==> config.mk <==
export PLATFORM = sky130hd
export DESIGN_NAME = serializador
export DESIGN_NICKNAME = d
export VERILOG_FILES = /design/src/rtl/serializador.sv
export SDC_FILE = /design/constraint.sdc
export NUM_CORES = 1
export LEC_CHECK = 0
export CORE_AREA = 4 4 55 57
export DETAILED_ROUTE_END_ITERATION = 8
export DIE_AREA = 0 0 59 61
export GPL_TIMING_DRIVEN = 1
export PLACE_DENSITY = 0.69
export SLEW_MARGIN = 20
export SYNTH_ARGS = -nofsm -noshare
export SYNTH_HDL_FRONTEND = slang
export SYNTH_SLANG_ARGS = --single-unit
==> constraint.sdc <==
create_clock -name clock -period 1.5 [get_ports clock]
set_input_delay 0.3 -clock clock [delete_from_list [all_inputs] [get_ports clock]]
set_output_delay 0.3 -clock clock [all_outputs]
set_load 0.02 [all_outputs]
==> src/rtl/serializador.sv <==
// Byte-to-bit serializer: one holding register feeds an 8-bit MSB-first shift
// register under a valid/ready handshake on both the parallel and serial sides.
module serializador (
  input  logic       clock,
  input  logic       reset,
  input  logic [7:0] data_in,
  input  logic       write_in,
  output logic       ready_out,
  input  logic       ready_in,
  output logic       data_out,
  output logic       write_out,
  output logic       done_out,
  output logic       status_out
);

  typedef enum logic [1:0] {
    IDLE = 2'd0,
    SEND = 2'd1,
    DONE = 2'd2
  } state_t;

  state_t     state_r;
  state_t     state_s;
  logic [7:0] hold_r;
  logic       hold_valid_r;
  logic [7:0] shift_r;
  logic [2:0] count_r;
  logic       load_s;
  logic       consume_s;
  logic       accept_s;

  // A byte is only taken while the holding register is empty.
  assign accept_s = write_in & ~hold_valid_r;

  // State register.
  always_ff @(posedge clock or negedge reset) begin
    if (!reset) begin
      state_r <= IDLE;
    end else begin
      state_r <= state_s;
    end
  end

  // Next-state logic; load_s moves hold into shift, consume_s advances one bit.
  always_comb begin
    state_s   = state_r;
    load_s    = 1'b0;
    consume_s = 1'b0;
    case (state_r)
      IDLE: begin
        if (hold_valid_r) begin
          load_s  = 1'b1;
          state_s = SEND;
        end else begin
          state_s = IDLE;
        end
      end
      SEND: begin
        if (ready_in) begin
          consume_s = 1'b1;
          if (count_r == 3'd7) begin
            state_s = DONE;
          end else begin
            state_s = SEND;
          end
        end else begin
          state_s = SEND;
        end
      end
      DONE: begin
        if (hold_valid_r) begin
          load_s  = 1'b1;
          state_s = SEND;
        end else begin
          state_s = IDLE;
        end
      end
      default: begin
        state_s = IDLE;
      end
    endcase
  end

  // Holding register; load and accept are exclusive since load needs hold_valid=1.
  always_ff @(posedge clock or negedge reset) begin
    if (!reset) begin
      hold_r       <= 8'h00;
      hold_valid_r <= 1'b0;
    end else if (load_s) begin
      hold_valid_r <= 1'b0;
    end else if (accept_s) begin
      hold_r       <= data_in;
      hold_valid_r <= 1'b1;
    end
  end

  // Shift register and bit counter; the counter wraps to 0 after bit 7.
  always_ff @(posedge clock or negedge reset) begin
    if (!reset) begin
      shift_r <= 8'h00;
      count_r <= 3'd0;
    end else if (load_s) begin
      shift_r <= hold_r;
      count_r <= 3'd0;
    end else if (consume_s) begin
      shift_r <= {shift_r[6:0], 1'b0};
      count_r <= count_r + 3'd1;
    end
  end

  assign ready_out  = ~hold_valid_r;
  assign write_out  = (state_r == SEND);
  assign data_out   = (state_r == SEND) & shift_r[7];
  assign done_out   = (state_r == DONE);
  assign status_out = (state_r != IDLE);

endmodule
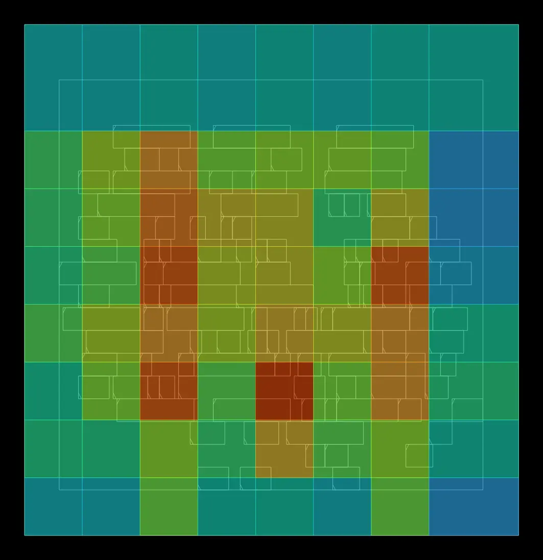
**Above:** routing congestion map.
routing usage on met3: 1.91%
grt met1 use: 11.7%

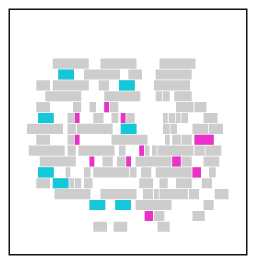
**Above:** selected gate families.
(4 px per µm)
legend:
  NOR gates:
    color: magenta
    cells: 11
    most_used: nor2_1
  multiplexers:
    color: cyan
    cells: 8
    most_used: mux2_2
most numerous logic cell after layout: dfrtp_1
combinational share of cell area: 29.9%
Finished Layout Cells: 136

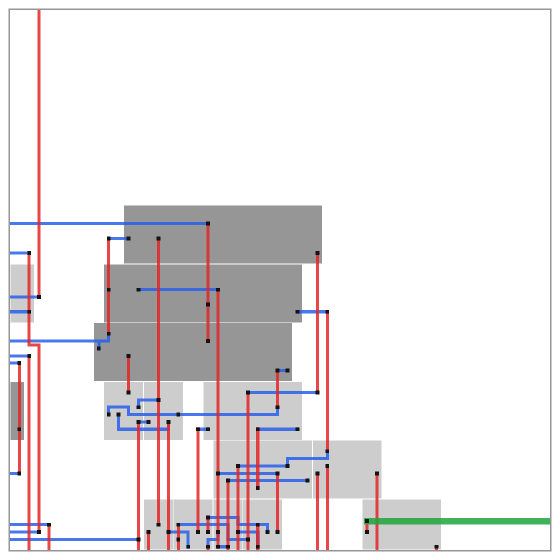
**Above:** a small window of the routed layout.
Region (32, 33) to (57, 58) µm. Cells in gray, sequential cells in the stronger gray; small squares are vias.
legend:
  met3:
    color: green
  met2:
    color: red
  met1:
    color: blue
cells with their middle in the window: 13
netlist names of flops here include: count_r (3)
sequential cells in the window: 3
most frequent: nand3_1 (3), dfrtp_1 (3)

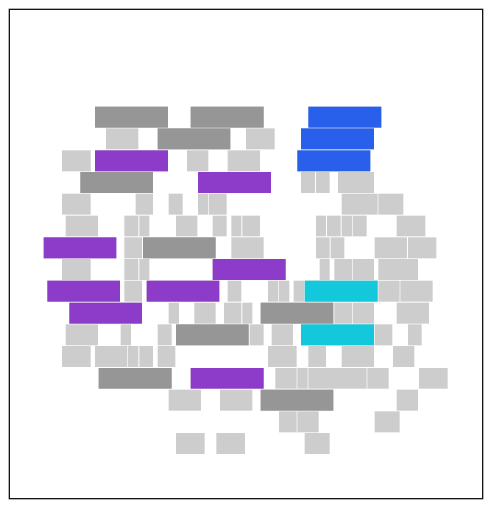
**Above:** where the registers sit.
(8 px per µm) Other sequential cells in the stronger gray, the rest of the logic in the fainter gray.
legend:
  state_r:
    color: cyan
    flops: 2
  hold_r:
    color: purple
    flops: 8
  count_r:
    color: blue
    flops: 3
sequential cell power: 1040 µW
final core utilization: 49.0%

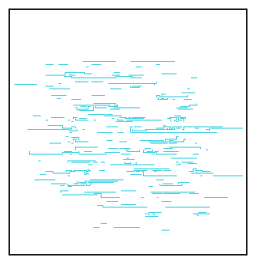
**Above:** metal 1.
(4 px per µm)
nets with wire on the layer: 105
share of all routed wire: 42%

## worst max-delay path, stage by stage, from the launching register on
cell,delay (ps)
dfrtp_1,440
buf_6,140
or2_4,220
buf_6,130
## kinds of logic (layout without fill, tap and decap cells)
family	Yosys count	in the layout	share of synthesized area, %
muxes	8	8	9.72
buffers and inverters	5	29	2.83
AOI/OAI and AO/OA	16	16	9.85
DFF	22	22	59.4
and+or+nand+nor	29	29	15.5
adders and majority gates	2	2	2.70
## per-stage QoR
stage	hold slack, ps	setup slack (ps)	utilization [%]
global route	367	-60.9	49.0
finish	348	-21.2	49.0
detailed placement	469	-90.5	47.5
CTS	357	-87.6	48.1
floorplan	4.41	154	-
global placement	452	-32.5	47.5
## per-layer routing
metal / GRT usage [%] / part of all wire (%)
met4: 5.50 / 0.44
met5: 0 / 0
met1: 11.7 / 42
met3: 1.91 / 5.0
met2: 20.7 / 52
## area by class of cell
class | instances | area (µm²)
fill | 246 | 1260
inverter | 1 | 3.75
sequential | 22 | 551
multi-input combinational | 55 | 363
timing repair buffer | 25 | 238
tap | 30 | 37.5
clock buffer | 3 | 22.5
## placed cells by master (no fill, tap or decap), types with 2 or more instances in the layout
cell type / netlist / layout
a21oi_1: 7 / 7
buf_4: 1 / 8
buf_6: 0 / 3
clkbuf_4: 0 / 3
clkdlybuf4s50_1: 0 / 11
dfrtp_1: 22 / 22
ha_1: 2 / 2
mux2_2: 8 / 8
nand2_1: 7 / 7
nand3_1: 6 / 6
nor2_1: 7 / 7
nor2b_1: 4 / 3
o22ai_1: 7 / 7
## state kept, by name, indices dropped and copies added (netlist names)
name and cells:
count_r 3, shift_r 8, state_r 2, hold_valid_r 1, hold_r 8
==> job_summary.md <==
### Metrics collected by this job

| Metric | Value |
|---|---|
| Outcome | `finished with violations` |
| Failing checks | `negative setup slack` |
| Worst slew pin tran | `457 ps` |
| Post-synth EDFFs | `0` |
| Ys cells | `roughly 82` |
| Dominant register cell | `dfrtp_1` |
| Antenna violations before repair | `0` |
| Grt ovf | `0` |
| Synth Register Bits | `22` |
| Max FO, Critical Path | `3` |
| Die ar. | `0.00360 mm²` |
| Pint | `1510 µW` |
| Slew Limit Fails | `0` |
| Chip Area, Yosys | `approximately 930 µm²` |
| Tool Warnings | `28` |
| Root Driver | `clkbuf_4` |
| Switch Pwr | `790 µW` |
| Worst setup startpoint | `state_r[1]` |
| Headroom to the max-slew limit | `a little over two thirds` |
| Die span in x | `59 µm` |
| Worst-path clk slew | `110 ps` |
| Worst-case vdd ir drop | `1.16 mV` |
| Antenna-violating nets left | `0` |
| P_comb | `1020 µW` |
| RSZ-0062 raised after global routing | `true` |
| RePlAce Congestion | `0.712` |
| Power density cells | `1900 mW/mm²` |
| Syn Area/Cell | `11.3 µm²` |
| Leakage | `about 0.00056 µW` |
| Most frequent cells after synthesis | `dfrtp_1, mux2_2` |
| P&R area growth vs syn | `31.0%` |
| Crit path time final | `1520 ps` |
| DR DRC count | `0` |
| Netlist Area Pre-Place | `927 µm²` |
| Via count | `roughly 700` |
| Via density | `5.16` |
| HPWL Detailed | `1.32 mm` |
| Post-Synthesis Cells | `82` |
| FF-to-FF setup slack | `170 ps` |
| # diodes | `0` |
| R2R cell count | `4` |
| Dominant cell type by area after synthesis | `dfrtp_1` |
| Rows | `18` |
| Number of detailed-route iterations in the first pass | `4` |
| Vias in the first global route | `709` |
| Clk pwr share | `between 10% and 20%` |
| Worst r2r dst | `shift_r[2]` |
| Setup TNS | `-21.2 ps` |
| TritonCTS Buffers | `3` |
| Critical path capture point | `status_out` |
| FP Core Util | `between 30% and 40%` |
| CTS Buffer Depth | `2` |
| Netlist cell types | `19` |
| Setup crit end kind | `primary output` |
| Hold Crit Class | `in -> async` |
| Synth async-reset ratio | `100%` |
| Logic pwr share | `44.1%` |
| Top-area cell type share of the netlist area | `about three fifths` |
| Largest net degree at the start of global routing | `23` |
| Worst r2r src | `state_r[0]` |
| Cycle use final | `101%` |
| Layout net count | `122` |
| Sw Ratio | `around 34%` |
| CP arrival | `1220 ps` |
| Post-route cell area | `0.00121 mm²` |
| Global-route wire length before repair | `2.91 mm` |
| Final total power | `2300 µW` |
| Clk sinks | `22` |
| Top Consumer | `sequential cells` |
| CTS tree | `yes` |
| Seq pwr share | `45.2%` |
| Synth warnings | `0` |
| Syn_nets | `96` |
| Post_cts resized | `16` |
| Core Box Area | `0.00248 mm²` |
| Critical path type | `reg -> out` |
| Cell with the most instances after synthesis | `dfrtp_1` |
| GRT Total Usage | `11.0%` |
| Drt wl/cell | `approximately 13 µm` |
| Power in the clock group | `247 µW` |
| DRT iter0 DRCs | `6` |
| Die height | `61 µm` |
| Synth area leaders | `dfrtp_1, mux2_2, o22ai_1` |
| CP Launch Type | `flip-flop` |
| Post-synth seq share | `about three fifths` |
| I/O pins | `17` |
| H-tree depth | `1` |
| Clk_skew | `8.06 ps` |
| FMAX | `657 MHz` |
| Total Wirelength | `between 1.5 and 2 mm` |
| CP Data Required Time | `approximately 1200 ps` |
| Hold buffers post-CTS | `0` |
| Layout cells sized above 1 | `about a quarter` |
| Placed Area | `0.00118 mm²` |
| DP Cell Count | `132` |
| Final setup violation count | `1` |
| Hold Fails Final Rpt | `0` |
| Final setup margin | `-21.2 ps` |
| Late-Pin Clk Latency | `290 ps` |
| Postcts setup bufs | `1` |
| Max-Cap Viols | `0` |
| Port Buffers | `16` |
Power is estimated from default activity; no workload was simulated.
